<file path="src/rtl/alu.sv">
// Single-stage ALU: operand conditioning, AND/ADD, optional result inversion,
// then one register stage holding the result and its zero/negative flags.
module alu #(
    parameter int WIDTH = 4
) (
    input  logic             clk,
    input  logic             rst,
    input  logic             in_valid,
    input  logic [WIDTH-1:0] x,
    input  logic [WIDTH-1:0] y,
    input  logic             zx,
    input  logic             nx,
    input  logic             zy,
    input  logic             ny,
    input  logic             f,
    input  logic             no,
    output logic             out_valid,
    output logic [WIDTH-1:0] out,
    output logic             zr,
    output logic             ng
);

    // Handshake: in_valid qualifies x/y/control on a rising edge; out_valid is
    // high for exactly the cycle after each accepted operation. No ready/backpressure.

    logic [WIDTH-1:0] w_xa;
    logic [WIDTH-1:0] w_xb;
    logic [WIDTH-1:0] w_ya;
    logic [WIDTH-1:0] w_yb;
    logic [WIDTH-1:0] w_r;
    logic [WIDTH-1:0] w_res;
    logic             w_zr;
    logic             w_ng;

    logic [WIDTH-1:0] r_out;
    logic             r_zr;
    logic             r_ng;
    logic             r_out_valid;

    always_comb begin
        w_xa  = zx ? '0 : x;
        w_xb  = nx ? ~w_xa : w_xa;
        w_ya  = zy ? '0 : y;
        w_yb  = ny ? ~w_ya : w_ya;
        // Sum is truncated to WIDTH bits; the carry-out is intentionally dropped.
        w_r   = f ? (w_xb + w_yb) : (w_xb & w_yb);
        w_res = no ? ~w_r : w_r;
        w_zr  = (w_res == '0);
        w_ng  = w_res[WIDTH-1];
    end

    always_ff @(posedge clk or posedge rst) begin
        if (rst) begin
            r_out       <= '0;
            r_zr        <= 1'b1;
            r_ng        <= 1'b0;
            r_out_valid <= 1'b0;
        end else begin
            r_out_valid <= in_valid;
            if (in_valid) begin
                r_out <= w_res;
                r_zr  <= w_zr;
                r_ng  <= w_ng;
            end
        end
    end

    assign out       = r_out;
    assign zr        = r_zr;
    assign ng        = r_ng;
    assign out_valid = r_out_valid;

endmodule

</file>
<file path="config.mk">
export PLATFORM = sky130hd
export DESIGN_NAME = alu
export DESIGN_NICKNAME = d
export VERILOG_FILES = /design/src/rtl/alu.sv
export SDC_FILE = /design/constraint.sdc
export NUM_CORES = 1
export LEC_CHECK = 0
export CAP_MARGIN = 20
export CELL_PAD_IN_SITES_DETAIL_PLACEMENT = 1
export CELL_PAD_IN_SITES_GLOBAL_PLACEMENT = 1
export CORE_MARGIN = 2
export CORE_UTILIZATION = 33
export DETAILED_ROUTE_END_ITERATION = 8
export GPL_TIMING_DRIVEN = 0
export PLACE_DENSITY = 0.86
export SLEW_MARGIN = 10
export SYNTH_ARGS = -nofsm -noshare
export SYNTH_HDL_FRONTEND = slang
export SYNTH_SLANG_ARGS = --single-unit
</file>
<file path="constraint.sdc">
create_clock -name clk -period 1.8 [get_ports clk]
set_input_delay 0.18 -clock clk [delete_from_list [all_inputs] [get_ports clk]]
set_output_delay 0.18 -clock clk [all_outputs]
set_load 0.03 [all_outputs]
</file>
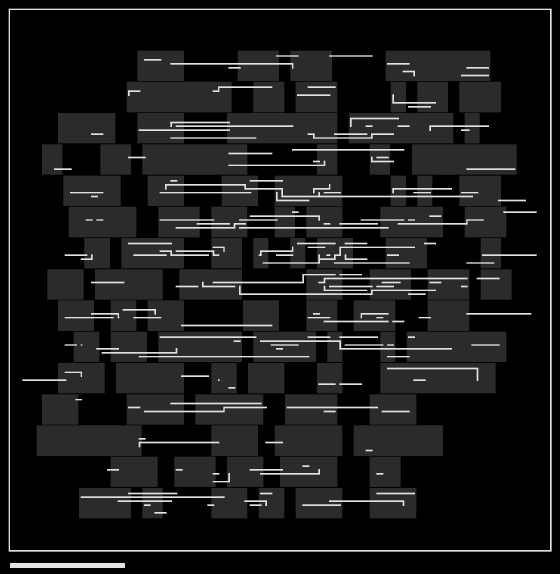
run_1/met1.png
The bar under the picture is 10 um long.
98 nets have wire on it. The layer holds 39% of the routed length. The wires run mostly horizontal. The layer carries 598 um of wire.
M1 GR Usage: 0.179
DR vias: 553
WL final: 1520 um

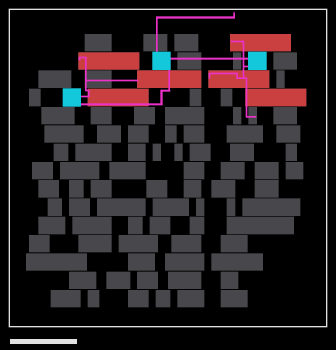
run_1/clock_map.png
The bar under the picture is 10 um long.
Key: flip-flops = red [count 6]; cells driving clock nets = cyan [count 3]; clock wires = magenta [length 93.8 um]
There are 4 routed clock nets.

==> impl_metrics.py, run 1 <==
# Auto-generated metrics
metrics = {
    "outcome": {
        "status": "finished, violations left",
        "violations": "negative setup slack",
    },
    "critical_path": {
        "startpoint": "zx",
        "slowest_delay_ns": 0.37,
        "cp_common_cell": "buf_6",
        "r2r_start": "out[3]",
    },
    "logic_synthesis": {
        "top_logic_kind": "simple AND/OR/NAND/NOR gates",
        "yosysWarnings": 0,
        "yosys_cells": 62,
        "fp_nets": 84,
        "fa_ha_area_frac": 0.115,
        "muxShareOfSynthArea": 0.0963,
        "yosys.area_share.simple": 0.205,
    },
    "run": {
        "warning_count": 29,
    },
    "global_routing": {
        "antenna_found_initial": 0,
        "overflow": 0,
    },
    "clock_network": {
        "cts_made_buffers": 3,
    },
    "final_layout": {
        "logic_gate_count": 48,
        "flops": 6,
        "largest_class": "logic gates",
        "final.signal_inverter_count": 2,
        "drive_above_1_share": 0.433,
        "final_cell_area_mm2": 0.00104,
    },
    "pwr": {
        "power_switching_uw": 313,
        "p_clk_frac": 0.166,
        "p_leak_nw": 0.465,
        "powerComb_uw": 498,
    },
    "drt": {
        "via_per_inst": 4.81,
        "wl_met1_um": 597,
    },
    "die": {
        "die-width_um": 47.0,
        "die_area_mm2": 0.00221,
    },
    "timing": {
        "setup_viol": 2,
        "fin_ws_ns": -0.0494,
        "fin_crit_ns": 1.85,
        "rsz0062_at_grt": "true",
        "period_used_share": 1.03,
    },
    "placement": {
        "gp_congestion": 0.690,
    },
}
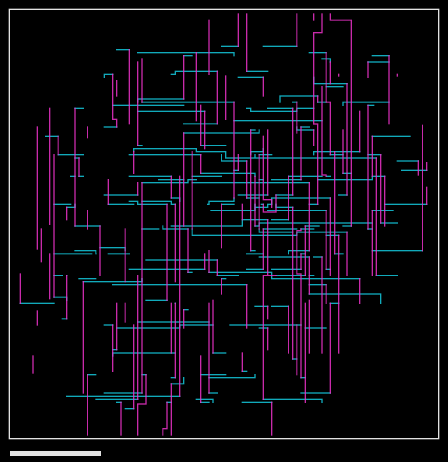
run_1/metal_stack.png
The bar under the picture is 10 um long. Two of the layers only.
Key: met1 = cyan [wire length 598 um]; met2 = magenta [wire length 853 um]
Total GRT Usage: 0.158
post-DR wirelength/cell: 13.2 um

--- run 2 (diff from run 1) ---
CTS_CLUSTER_SIZE = 30   (was unset)
RECOVER_POWER = 25   (was unset)
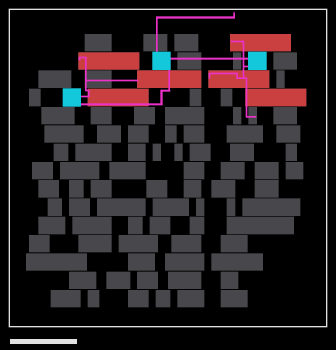
run_2/clock_map.png
The bar under the picture is 10 um long.
Key: clock wires = magenta [length 93.8 um]; cells driving clock nets = cyan [count 3]; flip-flops = red [count 6]
There are 4 routed clock nets.
Clock power frac: 0.166
Late-Pin Clk Latency: 0.24 ns
clock skew: 0 ns

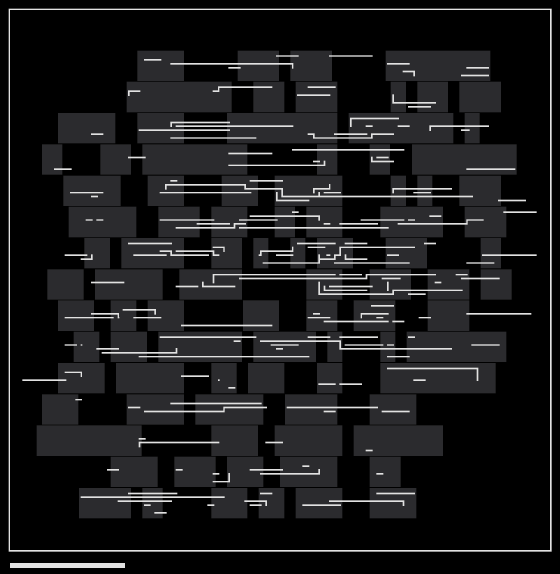
run_2/met1.png
The bar under the picture is 10 um long.
The layer holds 39% of the routed length. The longest straight run is 16.6 um. The wires run mostly horizontal. 98 nets have wire on it.
DR vias: 555
WL final: 1520 um

==> run 2 against run 1 <==
  * The flow still finishes with violations (negative setup slack)
  * Total power barely moved
  * Clock skew did not move
  * Fmax barely moved
  * Worst hold slack improved by 0.12 ns
  * Register-to-register slack barely moved
  * Final area did not move
  * Core utilization did not move
  * Clock power barely moved
  * Sequential share of layout area did not move
  * Setup slack barely moved
  * Synthesized area did not move
  * Critical path type unchanged
==> impl_metrics.py, run 2 <==
# Auto-generated metrics
metrics = {
    "outcome": {
        "status": "finished, violations left",
        "violations": "negative setup slack",
    },
    "pwr": {
        "power_switching_uw": 313,
        "p_leak_nw": 0.465,
    },
    "logic_synthesis": {
        "yosys_cells": 62,
        "fp_nets": 84,
        "top_logic_kind": "simple AND/OR/NAND/NOR gates",
        "muxShareOfSynthArea": 0.0963,
        "yosysWarnings": 0,
        "fa_ha_area_frac": 0.115,
        "yosys.area_share.simple": 0.205,
    },
    "global_routing": {
        "antenna_found_initial": 0,
        "track_usage": 0.158,
        "use_met1": 0.179,
    },
    "run": {
        "warning_count": 29,
    },
    "timing": {
        "setup_viol": 2,
        "fin_crit_ns": 1.85,
        "fin_ws_ns": -0.0494,
        "rsz0062_at_grt": "true",
    },
    "final_layout": {
        "largest_class": "logic gates",
        "drive_above_1_share": 0.433,
        "final.signal_inverter_count": 2,
        "logic_gate_count": 48,
    },
    "drt": {
        "wl_per_cell_um": 13.2,
    },
    "placement": {
        "gp_congestion": 0.690,
    },
    "die": {
        "die-width_um": 47.0,
    },
    "critical_path": {
        "startpoint": "zx",
        "cp_common_cell": "buf_6",
    },
    "clock_network": {
        "cts_made_buffers": 3,
    },
}
No activity file was given, so power comes from the tool's default toggle rates.
